--- src/rtl/int_ctrl_pkg.sv ---
// Shared types and width helpers for the interrupt controller.
package int_ctrl_pkg;

    // Controller states: maskable request/service plus the NMI request/service pair.
    typedef enum logic [2:0] {
        ST_IDLE,
        ST_REQ,
        ST_SERV,
        ST_NMI_REQ,
        ST_NMI_SERV
    } state_e;

    // Vector width: enough to encode channels 0..n_irq-1 plus the NMI vector.
    function automatic int vec_w(input int n_irq);
        return $clog2(n_irq + 1);
    endfunction

    // The NMI uses the first vector past the maskable channels.
    function automatic int nmi_vec(input int n_irq);
        return n_irq;
    endfunction

endpackage

--- src/rtl/int_prio_enc.sv ---
// Combinational priority encoder: the lowest set bit wins.
module int_prio_enc #(
    parameter int N     = 8,
    parameter int IDX_W = 4
) (
    input  logic [N-1:0]     req,
    output logic             valid,
    output logic [IDX_W-1:0] index
);

    // Scan from the top down so the lowest requesting index is the last one written.
    always_comb begin
        // NOTE: defaults first so every path assigns every output; otherwise a latch is inferred.
        valid = 1'b0;
        index = '0;
        for (int i = N - 1; i >= 0; i--) begin
            if (req[i]) begin
                valid = 1'b1;
                index = IDX_W'(i);
            end
        end
    end

endmodule

--- src/rtl/int_controller.sv ---
// Vectored interrupt controller: N_IRQ maskable channels (edge or level), one NMI,
// a single level of NMI nesting over a maskable handler.
module int_controller
    import int_ctrl_pkg::*;
#(
    parameter int               N_IRQ     = 8,
    parameter logic [N_IRQ-1:0] EDGE_MASK = '1,
    parameter logic [N_IRQ-1:0] MASK_RST  = '0,
    localparam int              VEC_W     = vec_w(N_IRQ)
) (
    input  logic             clk,
    input  logic             initiate,
    input  logic [N_IRQ-1:0] irq,
    input  logic             nmi,
    input  logic             intd,
    input  logic             mask_we,
    input  logic [N_IRQ-1:0] mask_wdata,
    input  logic             ack,
    input  logic             eret,
    output logic             int_req,
    output logic [VEC_W-1:0] int_vec,
    output logic             int_nmi,
    output logic [N_IRQ-1:0] pending,
    output logic [N_IRQ-1:0] mask,
    output logic             in_service
);

    localparam logic [VEC_W-1:0] NMI_VEC = VEC_W'(nmi_vec(N_IRQ));
    localparam logic [N_IRQ-1:0] ONE     = N_IRQ'(1);

    state_e             state;
    logic [N_IRQ-1:0]   irq_q;
    logic               nmi_q;
    logic               nmi_pend;
    logic               nest;
    logic [VEC_W-1:0]   serv_vec;

    logic [N_IRQ-1:0]   eligible;
    logic [N_IRQ-1:0]   chosen_sel;
    logic [N_IRQ-1:0]   clr;
    logic               chosen_ok;
    logic               enc_valid;
    logic [VEC_W-1:0]   enc_idx;

    // Channels that may raise a request now; the chosen one is tracked while in REQ.
    always_comb begin
        eligible   = intd ? '0 : (pending & ~mask);
        chosen_sel = ONE << int_vec;
        chosen_ok  = |(eligible & chosen_sel);
        clr        = (state == ST_REQ && ack) ? chosen_sel : '0;
    end

    int_prio_enc #(
        .N     (N_IRQ),
        .IDX_W (VEC_W)
    ) u_enc (
        .req   (eligible),
        .valid (enc_valid),
        .index (enc_idx)
    );

    // Input edge history, pending bits, NMI latch and the mask register.
    always_ff @(posedge clk or negedge initiate) begin
        if (!initiate) begin
            irq_q    <= '0;
            nmi_q    <= 1'b0;
            pending  <= '0;
            nmi_pend <= 1'b0;
            mask     <= MASK_RST;
        end else begin
            // NOTE: non-blocking so every register samples pre-edge values, independent of statement order.
            irq_q    <= irq;
            nmi_q    <= nmi;
            // Edge channels: new edge beats a same-cycle ack. Level channels follow the registered line.
            pending  <= (EDGE_MASK & ((irq & ~irq_q) | (pending & ~clr))) | (~EDGE_MASK & irq);
            nmi_pend <= (nmi & ~nmi_q) | (nmi_pend & ~(state == ST_NMI_REQ && ack));
            if (mask_we) mask <= mask_wdata;
        end
    end

    // Request/service sequencing with registered CPU-facing outputs.
    always_ff @(posedge clk or negedge initiate) begin
        if (!initiate) begin
            state      <= ST_IDLE;
            int_req    <= 1'b0;
            int_vec    <= '0;
            int_nmi    <= 1'b0;
            in_service <= 1'b0;
            nest       <= 1'b0;
            serv_vec   <= '0;
        end else begin
            unique case (state)
                ST_IDLE: begin
                    if (nmi_pend) begin
                        state   <= ST_NMI_REQ;
                        int_req <= 1'b1;
                        int_vec <= NMI_VEC;
                        int_nmi <= 1'b1;
                    end else if (enc_valid) begin
                        state   <= ST_REQ;
                        int_req <= 1'b1;
                        int_vec <= enc_idx;
                        int_nmi <= 1'b0;
                    end
                end
                ST_REQ: begin
                    if (ack) begin
                        state      <= ST_SERV;
                        int_req    <= 1'b0;
                        in_service <= 1'b1;
                        serv_vec   <= int_vec;
                    end else if (nmi_pend) begin
                        // Maskable request stays pending and is re-arbitrated after the NMI.
                        state   <= ST_NMI_REQ;
                        int_vec <= NMI_VEC;
                        int_nmi <= 1'b1;
                    end else if (!chosen_ok) begin
                        state   <= ST_IDLE;
                        int_req <= 1'b0;
                    end
                end
                ST_SERV: begin
                    if (eret) begin
                        state      <= ST_IDLE;
                        in_service <= 1'b0;
                    end else if (nmi_pend) begin
                        state      <= ST_NMI_REQ;
                        nest       <= 1'b1;
                        int_req    <= 1'b1;
                        int_vec    <= NMI_VEC;
                        int_nmi    <= 1'b1;
                        in_service <= 1'b0;
                    end
                end
                ST_NMI_REQ: begin
                    if (ack) begin
                        state      <= ST_NMI_SERV;
                        int_req    <= 1'b0;
                        in_service <= 1'b1;
                    end
                end
                ST_NMI_SERV: begin
                    if (eret) begin
                        int_nmi <= 1'b0;
                        if (nest) begin
                            // Resume the interrupted maskable handler.
                            state   <= ST_SERV;
                            nest    <= 1'b0;
                            int_vec <= serv_vec;
                        end else begin
                            state      <= ST_IDLE;
                            in_service <= 1'b0;
                        end
                    end
                end
                default: begin
                    state   <= ST_IDLE;
                    int_req <= 1'b0;
                end
            endcase
        end
    end

endmodule

--- config.mk ---
export PLATFORM = sky130hd
export DESIGN_NAME = int_controller
export DESIGN_NICKNAME = d
export VERILOG_FILES = /design/src/rtl/int_ctrl_pkg.sv /design/src/rtl/int_prio_enc.sv /design/src/rtl/int_controller.sv
export SDC_FILE = /design/constraint.sdc
export NUM_CORES = 1
export LEC_CHECK = 0
export ABC_AREA = 1
export ABC_CLOCK_PERIOD_IN_PS = 4600
export CORE_UTILIZATION = 30
export DETAILED_ROUTE_END_ITERATION = 10
export SLEW_MARGIN = 10
export SYNTH_ARGS = -nofsm -noshare
export SYNTH_HDL_FRONTEND = slang
export SYNTH_HIERARCHICAL = 1
export SYNTH_SLANG_ARGS = --single-unit
--- constraint.sdc ---
create_clock -name clk -period 4.6 [get_ports clk]
set_input_delay 1.38 -clock clk [delete_from_list [all_inputs] [get_ports clk]]
set_output_delay 1.38 -clock clk [all_outputs]
set_load 0.02 [all_outputs]
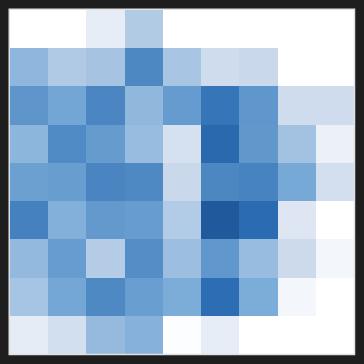
*Placement density heat map, run 1*
Scale: 4 px per µm. The die is cut into 9 by 9 equal tiles; white is low, dark blue is high, 0 to 100% covered.
densest ninth of the die: west
tiles over 75% full: 4.9%
mean over tiles: 36%
nearly empty tiles: 19%
fullest tile: 83%
final core utilization: 40.9%
Pre-Place Util: 31.1%
Core Region: 6790 µm²

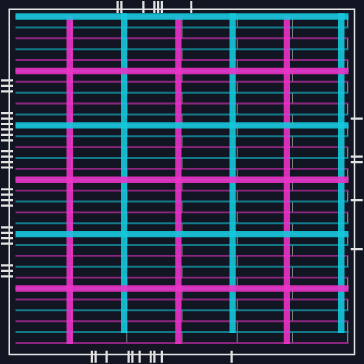
*PDN straps and rails, run 1*
Scale: 4 px per µm. Pins as bars on the die edge. Tap cells in grey.
legend:
  magenta:
    net: VSS
  cyan:
    net: VDD
signal pins: 46
rows: 30
met5 straps: 6
tap cells: 96
Die Span X: 86.0 µm
VDD IR max: 0.000162 V
die height: 86.0 µm

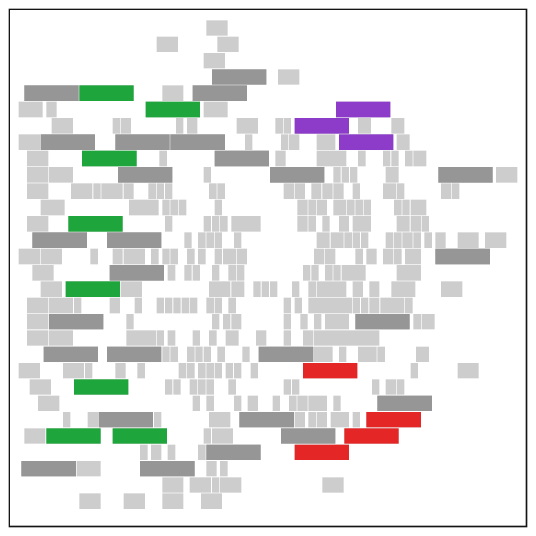
*Sequential cells grouped by signal name, run 1*
Scale: 6 px per µm. Other sequential cells in the stronger grey, the rest of the logic in the fainter grey.
legend:
  green:
    name_in_the_netlist: irq_q
    sequential_cells: 8
  red:
    name_in_the_netlist: int_vec
    sequential_cells: 4
  purple:
    name_in_the_netlist: state
    sequential_cells: 3
not coloured: 26
register fraction of the total cell area: 36.9%
sequential power: 0.000512 W
Seq. cell area: 1030 µm²

==> results.yml, run 1 <==
# yosys + openroad results
clocking:
  clk_latency_ns: 0.29
  ctsResizeCount: 0
  cts.sinks: 41
  cts_root_buf: "clkbuf_8"
  h-tree-depth: 2
  post_cts_buffers: 0
  hold_buffers: 0
  cts_tree: "yes"
  clk_pin_slew_ns: 0.08
  cts-buffers-inserted: 5
  cts.path.max_buffers: 2
min_path:
  hold_path.class: "register to register"
  holdPathStages: 1
setup_path:
  path_class: "input pin to register"
  end_kind: "register"
  path_max_fanout: 8
  cp.arrival_ns: 3.24
  critPathRequiredTime_ns: 4.82
  start_kind: "input pin"
  reg2reg_depth: 14
pwr:
  power_density_nw_per_um2: 534
  leakage_nw: 1.33
  total_power_w: 0.00148
detailed_routing:
  post-route-drc-count: 0
  first_iter_violations: 129
  drt_first_pass_iters: 4
  post_drt_wl_per_cell_um: 11.1
  routed_wl_mm: 4.59
  antenna_left: 0
  viasPerCell: 4.38
  vias: 1819
timing:
  finalHoldViolations: 0
  fin_crit_ns: 3.02
  setup_viol: 0
  tightest_slew_ns: 0.889
  maxSlewHeadroom_pct: 40.7
  fin_crit_sh_pct: 65.6
  max_freq_mhz: 331
  grt_setup_unrepaired: "false"
  fin_ws_ns: 1.58
  worst_clock_skew_ns: 0.00551
  setup_tns_ns: 0
  slew_viol_final: 0
cells_and_area:
  stdcell_count: 415
  drive_above_1_share_pct: 12.2
  final_cell_area_um2: 2780
  fill_cells: 700
  diodes: 0
  syn2layout_area_growth_pct: 31.5
  final_net_count: 341
global_routing:
  grt.total_usage_pct: 14.0
  met3_usage_pct: 3.95
  grt_busiest_layer: "met2"
  antenna_found_initial: 0
  grt_pass1_vias: 1811
  use_met1_pct: 18.1
  grt_overflow_total: 0
  use_met2_pct: 22.6
  grt_max_degree: 42
  grt_pass1_wl_mm: 8.16
floorplanning:
  std_cell_rows: 30
  die_area_um2: 7390
  io_pins: 46
synth:
  synthCells: 268
  ys_cells: 268
  ys.flops: 41
  yosys_area_um2: 2110
  syn_area_per_cell_um2: 7.89
  yosysWarningCount: 6
  synthDistinctLibCells: 29
  synth_nets: 291
  synth_area_um2: 2110
  synth_seq_share_pct: 48.5
place:
  post-place-cells: 407
  place_area_um2: 2670
  place_congestion: 0.883
  dp_hpwl_mm: 3.59
  numPortBuffers: 45
  dp_slack_ns: 1.27
run:
  cap_violations: 0
  tool_warnings: 26
outcome:
  status: "finished clean"
[run 1: final cells by class]
| class | count | area [µm²] | share of cell area, % |
|---|---|---|---|
| inverter | 36 | 138 | 4.95 |
| clock buffer | 6 | 72.6 | 2.61 |
| tap | 96 | 120 | 4.32 |
| clock inverter | 2 | 38.8 | 1.40 |
| timing repair buffer | 45 | 445 | 16.0 |
| sequential | 41 | 1030 | 36.9 |
| multi-input combinational | 189 | 940 | 33.8 |
[run 1: critical path, stage by stage]
cell and delay (ns):
clkdlybuf4s50_1 0.48, inv_1 0.12, nand2_1 0.08, nor2_1 0.06
or2_1 0.25, nor3_2 0.15, nand2_1 0.07, nor2_1 0.10
nand2_1 0.07, nand2_1 0.08, inv_2 0.05, nand2_4 0.08
nor2_8 0.04, nand2_4 0.10, nand2_1 0.07, o21ai_2 0.06
[run 1: Yosys cell counts, drive strengths merged]
cell     number  area share (%)
a22oi         1            0.36
o21ai        27             7.1
nand3b        1            0.36
nand4         1            0.30
mux2          7             3.7
o2111ai       1            0.41
o22ai         1            0.30
clkbuf        1            0.18
inv          36             6.5
conb          1            0.18
nor3          2            0.71
a31oi         1            0.30
nand2        95              19
nand3         9             2.1
buf           1            0.36
a21oi         7             1.7
dfrtp        41              49
or2           1            0.30
nor2         34             7.5
[run 1: through the flow]
stage	hold slack [ns]	utilization, %
3_5_place_dp	0.402	39.3
4_1_cts	0.414	40.9
5_1_grt	0.423	40.9
6_report	0.409	40.9
2_1_floorplan	0.392	-
3_3_place_gp	0.395	39.3
[run 1: kinds of logic after synthesis]
logic type | Yosys count | share of synthesized area [%]
flops | 41 | 48.5
other cells | 1 | 0.177
simple gates | 143 | 30.4
compound gates | 38 | 10.1
buf+inv | 38 | 7.04
mux | 7 | 3.73
[run 1: per-layer routing]
layer  vias to the layer above  wire length [µm]  part of all wire [%]
met4                         0                77                   1.7
met2                        51              2070                    45
li1                        938                 -                     -
met1                       821              2180                    48
met5                         -                 0                     0
met3                         9               262                   5.7
[run 1: layout by cell type (no fill, tap or decap), types with 5 or more instances in the layout]
cell type,netlist,routed
clkdlybuf4s50_1,0,44
a21oi_1,7,7
inv_1,33,33
clkbuf_8,0,5
nand2_2,7,7
dfrtp_1,41,41
nor2_1,29,29
nand2_1,84,84
mux2_2,7,7
o21ai_0,19,19
nand3_1,9,9
[run 1: path summary, 6_finish.rpt]
kind / from / endpoint / slack, ns
setup reg to reg: pending[7] / int_vec[0] / 2.86
max in group asynchronous: initiate / int_nmi / 2.84
min in group asynchronous: initiate / mask[2] / 1.20
hold / removal: irq_q[7] / pending[7] / 0.41
hold reg to reg: irq_q[7] / pending[7] / 0.41
setup / recovery: intd / int_vec[0] / 1.58
[run 1: flip-flops by register name, summed over array words and instances (netlist names), 3 cells and up]
signal / cells
int_vec: 4
irq_q: 8
mask: 8
pending: 8
serv_vec: 4
state: 3
[run 1: power by group]
part | switching [W] | internal (W) | total (W)
clock network | 0.000127 | 0.000163 | 0.000290
logic | 0.000416 | 0.000266 | 0.000682
registers | 0.0000724 | 0.000440 | 0.000512
total | 0.000616 | 0.000868 | 0.00148
==> run 1 -> run 2 <==
Settings changed: ABC_CLOCK_PERIOD_IN_PS 4600 to 2830.
Clock period 4.6 ns to 2.83 ns, I/O delays scaled along.
==> run 2 against run 1 <==
Compared with the run above:
- global-route usage rose by 0.059 points
- core utilization is the same
- via count is 0.38% higher
- register-to-register slack worse by 1.8 ns
- combinational power rose by 63%
- critical path type unchanged
- largest cell class unchanged
- highest routed layer unchanged
==> results.yml, run 2 <==
# yosys + openroad results
timing:
  max_freq_mhz: 401
  setup_tns_ns: 0
  fin_crit_ns: 2.49
  setup_viol: 0
  whs_ns: 0.409
  maxSlewHeadroom_pct: 40.3
  grt_setup_unrepaired: "false"
  tightest_slew_ns: 0.896
  fin_crit_sh_pct: 88.0
  finalHoldViolations: 0
  slew_viol_final: 0
detailed_routing:
  viasPerCell: 4.40
  drt_first_pass_iters: 4
  routed_wl_mm: 4.60
  post_drt_wl_per_cell_um: 11.1
  antenna_left: 0
  first_iter_violations: 119
  post-route-drc-count: 0
global_routing:
  grt_overflow_total: 0
  grt_pass1_vias: 1813
  grt_pass1_wl_mm: 8.11
  antenna_found_initial: 0
  grt_max_degree: 42
clocking:
  hold_buffers: 0
  h-tree-depth: 2
  cts.path.max_buffers: 2
  cts_tree: "yes"
  cts_root_buf: "clkbuf_8"
  clk_pin_slew_ns: 0.08
  ctsResizeCount: 0
  post_cts_buffers: 0
synth:
  yosys_area_um2: 2110
  edf_count: 0
  synth_seq_share_pct: 48.5
  top_cell_area_share_pct: 48.5
  synth_area_um2: 2110
  syn_area_per_cell_um2: 7.89
  ys.flops: 41
  yosys-top-cells-area: "dfrtp_1 (49%), nand2_1 (15%), inv_1 (5.9%)"
  synthCells: 268
  synth_nets: 291
  synthDistinctLibCells: 29
  yosysWarningCount: 6
  largest_area_cell: "dfrtp_1"
  synth-main-ff-cell: "dfrtp_1"
  ys_cells: 268
  synth_dominant_cell_count: "nand2_1"
  synthArstFlopShare_pct: 100
  ys_top_cells_by_count: "nand2_1 (84), dfrtp_1 (41), inv_1 (33), nor2_1 (29), o21ai_0 (19)"
cells_and_area:
  final_net_count: 341
  fill_cells: 707
  syn2layout_area_growth_pct: 31.5
  diodes: 0
  layout_top_cell: "nand2_1"
  final_cell_area_um2: 2780
  final-comb-area_um2: 940
  drive_above_1_share_pct: 12.2
  seq_area_um2: 1030
  lay_top_cells: "nand2_1 (84), clkdlybuf4s50_1 (44), dfrtp_1 (41), inv_1 (33), nor2_1 (29)"
  largestRegisters: "irq_q: 8 flops, mask: 8 flops, pending: 8 flops"
min_path:
  hold_path.class: "register to register"
run:
  cap_violations: 0
  tool_warnings: 26
floorplanning:
  std_cell_rows: 30
  fp.dieH_um: 86.0
  die_area_um2: 7390
  die_x_um: 86.0
  core_area_um2: 6790
  initial_utilization_pct: 31.1
  io_pins: 46
setup_path:
  path_class: "input pin to register"
  path_max_fanout: 8
  critPathRequiredTime_ns: 3.06
  cp.arrival_ns: 2.72
  r2r_setup_slack_ns: 1.08
  start_kind: "input pin"
  end_kind: "register"
place:
  dp_hpwl_mm: 3.59
  place_area_um2: 2670
  numPortBuffers: 45
  place_congestion: 0.883
pwr:
  ir_drop_v: 0.000287
  leakage_nw: 1.33
  power_density_nw_per_um2: 867
outcome:
  status: "finished clean"
==> run 2: cell counts after synthesis <==
Identical to the previous run, type by type.
==> run 2: power breakdown <==
group,internal (W),switching (W)
sequential,0.000715,0.000118
combinational,0.000432,0.000675
clock,0.000265,0.000207
==> run 2: path summary, 6_finish.rpt <==
path,cells past startpoint,end,startpoint
worst max-delay path,16,int_vec[0],intd
worst min-delay path,1,pending[7],irq_q[7]
worst max register to register,14,int_vec[0],pending[7]
worst min register to register,1,pending[7],irq_q[7]
max in group asynchronous,1,in_service,initiate
min in group asynchronous,1,mask[2],initiate
==> run 2: layout make-up <==
class	instances	area share [%]
Sequential cell	41	36.9
Inverter	36	4.95
Multi-Input combinational cell	189	33.8
Clock buffer	6	2.61
Timing Repair Buffer	45	16.0
Clock inverter	2	1.40
Tap cell	96	4.32
==> run 2: worst max-delay path, stage by stage <==
cell and delay, ns:
clkdlybuf4s50_1 0.48, inv_1 0.12, nand2_1 0.08, nor2_1 0.05, or2_1 0.26, nor3_2 0.15, nand2_1 0.08, nor2_1 0.10
nand2_1 0.07, nand2_1 0.08, inv_2 0.05, nand2_4 0.08, nor2_8 0.04, nand2_4 0.10, nand2_1 0.08, o21ai_2 0.06
==> run 2: layer usage <==
metal	vias up	GRT usage, %	wire, µm
li1	939	-	-
met1	825	17.9	2200
met2	51	22.7	2080
met3	11	3.85	229
met4	0	5.61	93
met5	-	0	0
==> run 2: logic make-up after synthesis <==
family,share of synthesized area [%]
AOI/OAI and AO/OA,10.1
buffers and inverters,7.04
DFF,48.5
muxes,3.73
other,0.177
and+or+nand+nor,30.4
==> run 2: metrics by stage <==
| step | setup slack (ns) | utilization (%) | power (W) | std cells |
|---|---|---|---|---|
| final | 0.339 | 40.9 | 0.00241 | 415 |
| after global routing | 0.0989 | 40.9 | 0.00261 | 415 |
| after CTS | 0.326 | 40.9 | 0.00245 | 415 |
| after detailed placement | 0.0191 | 39.3 | 0.00196 | 407 |
| after global placement | 0.0675 | 39.3 | 0.00195 | 407 |
| after floorplan | 0.699 | - | 0.00162 | 268 |
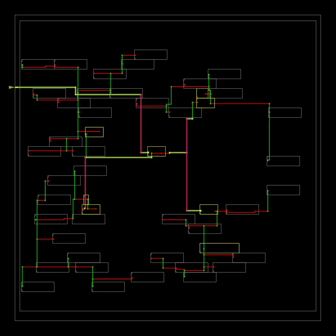
*Clock nets, run 2*
CTS buffer count: 5
clk_lat worst skew: 0.30 ns
Seq cells: 41
Layout Skew: 0.00895 ns
Num Clock Sinks: 41

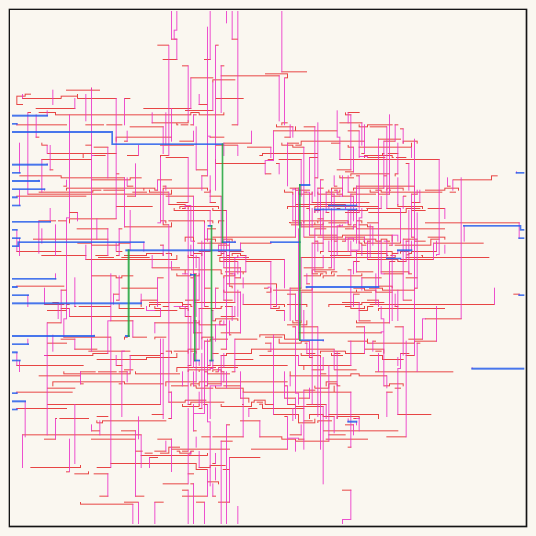
*Wiring by layer, run 2*
Scale: 6 px per µm.
legend:
  blue:
    layer: met3
    wire_length: 230 µm
  green:
    layer: met4
    wire_length: 93.2 µm
  magenta:
    layer: met2
    wire_length: 2080 µm
  red:
    layer: met1
    wire_length: 2200 µm
GRT Overall Usage: 14.1%
vias: 1826

==> run 2 -> run 3 <==
Settings changed: CTS_BUF_LIST from default to sky130_fd_sc_hd__clkbuf_8.
==> run 3 against run 2 <==
Compared with the run above:
- critical path depth did not move
- flip-flop count did not move
- combinational power barely moved
- die area did not move
- largest power group unchanged
==> results.yml, run 3 <==
# yosys + openroad results
outcome:
  status: "finished clean"
setup_path:
  r2r_setup_slack_ns: 1.08
  end_kind: "register"
  rr_startpoint: "pending[7]"
  path_max_fanout: 8
  cp_top_family: "simple AND/OR/NAND/NOR gates"
  timing.rr.end: "int_vec[0]"
  cp_cell_sequence: "clkdlybuf4s50_1, inv_1, nand2_1, nor2_1, or2_1, nor3_2, nand2_1, nor2_1, nand2_1, nand2_1, inv_2, nand2_4, nor2_8, nand2_4, nand2_1, o21ai_2"
  reg2reg_depth: 14
  cp.arrival_ns: 2.72
  crit_slowest_cell: "clkdlybuf4s50_1"
  path_buffers: 3
synth:
  synth_dominant_cell_count: "nand2_1"
  synthCells: 268
  yosys_area_um2: 2110
  synthArstFlopShare_pct: 100
  synth-main-ff-cell: "dfrtp_1"
  edf_count: 0
  ys.flops: 41
  synth_nets: 291
  top_cell_area_share_pct: 48.5
  synth_seq_share_pct: 48.5
  synth_area_um2: 2110
  ys_top_cells_by_count: "nand2_1 (84), dfrtp_1 (41), inv_1 (33), nor2_1 (29), o21ai_0 (19)"
  yosysWarningCount: 6
  synthDistinctLibCells: 29
  largest_area_cell: "dfrtp_1"
global_routing:
  grt_pass1_wl_mm: 8.11
  grt_max_degree: 42
  antenna_found_initial: 0
  grt_pass1_vias: 1813
  grt_overflow_total: 0
pwr:
  seq_power_share_pct: 34.6
  leakage_nw: 1.33
  total_power_w: 0.00241
  switchingPower_w: 0.00100
  clkPwrFrac_pct: 19.5
  power.internal_w: 0.00141
  p_sw_share_pct: 41.5
  power_density_nw_per_um2: 866
detailed_routing:
  viasPerCell: 4.39
  routed_wl_mm: 4.61
  drt_first_pass_iters: 4
  first_iter_violations: 117
  post-route-drc-count: 0
  vias: 1823
  post_drt_wl_per_cell_um: 11.1
  antenna_left: 0
cells_and_area:
  final_cell_area_um2: 2780
  final-comb-area_um2: 940
  fill_cells: 707
  drive_above_1_share_pct: 12.2
  layout_top_cell: "nand2_1"
  syn2layout_area_growth_pct: 31.5
  lay_top_cells: "nand2_1 (84), clkdlybuf4s50_1 (44), dfrtp_1 (41), inv_1 (34), nor2_1 (29)"
  final_net_count: 341
  diodes: 0
clocking:
  post_cts_buffers: 0
  cts_root_buf: "clkbuf_8"
  hold_buffers: 0
  clk_latency_ns: 0.30
  h-tree-depth: 2
  cts.sinks: 41
  ctsResizeCount: 0
  cts-buffers-inserted: 5
  clk_pin_slew_ns: 0.08
floorplanning:
  die_x_um: 86.0
  initial_utilization_pct: 31.1
  std_cell_rows: 30
  core_area_um2: 6790
  io_pins: 46
  die_area_um2: 7390
timing:
  tightest_slew_ns: 0.896
  whs_ns: 0.409
  maxSlewHeadroom_pct: 40.3
  fin_ws_ns: 0.333
  grt_setup_unrepaired: "false"
  setup_viol: 0
  max_freq_mhz: 400
  fin_crit_sh_pct: 88.2
  worst_clock_skew_ns: 0.00895
place:
  dp_hpwl_mm: 3.59
  numPortBuffers: 45
  place_congestion: 0.883
  place_area_um2: 2670
  dp_slack_ns: 0.0191
min_path:
  hold_path.class: "register to register"
  hp-start: "irq_q[7]"
  holdPathStages: 1
  hold_end: "pending[7]"
run:
  tool_warnings: 26
-- run 3: cell counts after synthesis --
No cell type changed its count.
-- run 3: kinds of logic after synthesis --
logic type,count (synthesis),synth area share [%]
flops,41,48.5
buf+inv,38,7.04
other cells,1,0.177
compound gates,38,10.1
mux,7,3.73
simple gates,143,30.4
-- run 3: metrics by stage --
stage | utilization (%) | instances
after floorplan | - | 268
after global placement | 39.3 | 407
after detailed placement | 39.3 | 407
after CTS | 40.9 | 415
after global routing | 40.9 | 415
final | 40.9 | 415
-- run 3: final cells by class --
cell class	instances	share of cell area (%)
Tap cell	96	4.32
Clock buffer	5	2.48
Timing Repair Buffer	45	16.0
Clock inverter	3	1.53
Sequential cell	41	36.9
Multi-Input combinational cell	189	33.8
Inverter	36	4.95
-- run 3: worst reg2reg max path, delay by kind of cell, from the launching register on --
| family | cells | cell delay, ns |
|---|---|---|
| compound gates | 1 | 0.06 |
| buf+inv | 1 | 0.05 |
| flops | 1 | 0.41 |
| simple gates | 12 | 1.18 |
-- run 3: how the worst max path moves through the flow --
stage	start	end	slack, ns	depth (start not counted)
final	intd	int_vec[0]	0.33	16
after global routing	intd	state[1]	0.1	17
after CTS	intd	int_vec[0]	0.33	16
after detailed placement	intd	int_vec[0]	0.02	16
after global placement	intd	int_vec[0]	0.07	16
after floorplan	intd	int_vec[1]	0.70	15
-- run 3: metal layers --
metal	vias up	track usage [%]	part of all wire [%]
met1	822	17.9	48
met3	11	3.85	5.0
li1	939	-	-
met4	0	5.61	2.0
met5	-	0	0
met2	51	22.7	45
-- run 3: power by group through the flow --
| stage | sequential (W) | clock, W | combinational [W] |
|---|---|---|---|
| 2_1_floorplan | 0.000899 | 0 | 0.000720 |
| 3_3_place_gp | 0.000845 | 0 | 0.00110 |
| 3_5_place_dp | 0.000845 | 0 | 0.00112 |
| 4_1_cts | 0.000835 | 0.000487 | 0.00112 |
| 5_1_grt | 0.000855 | 0.000509 | 0.00124 |
| 6_report | 0.000833 | 0.000469 | 0.00111 |
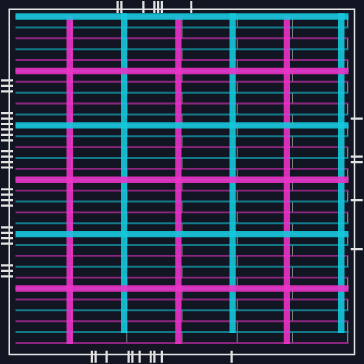
*PDN straps and rails, run 3*
Scale: 4 px per µm. Pins as bars on the die edge. Tap cells in grey.
legend:
  cyan:
    net: VDD
  magenta:
    net: VSS
met5 straps: 6
rows: 30
met1 rails: 31
met4 straps: 6
VDD IR max: 0.000279 V

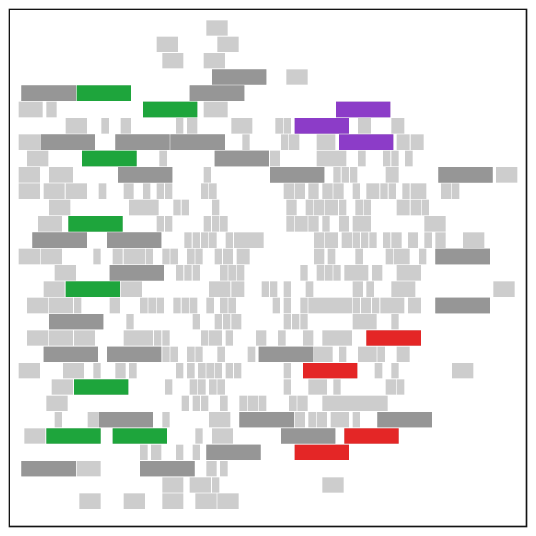
*Sequential cells grouped by signal name, run 3*
Scale: 6 px per µm. Other sequential cells in the stronger grey, the rest of the logic in the fainter grey.
legend:
  red:
    name_in_the_netlist: int_vec
    sequential_cells: 4
  green:
    name_in_the_netlist: irq_q
    sequential_cells: 8
  purple:
    name_in_the_netlist: state
    sequential_cells: 3
not coloured: 26
sequential power: 0.000833 W

Power figures rest on the tool's default switching activity, not on a simulated workload.
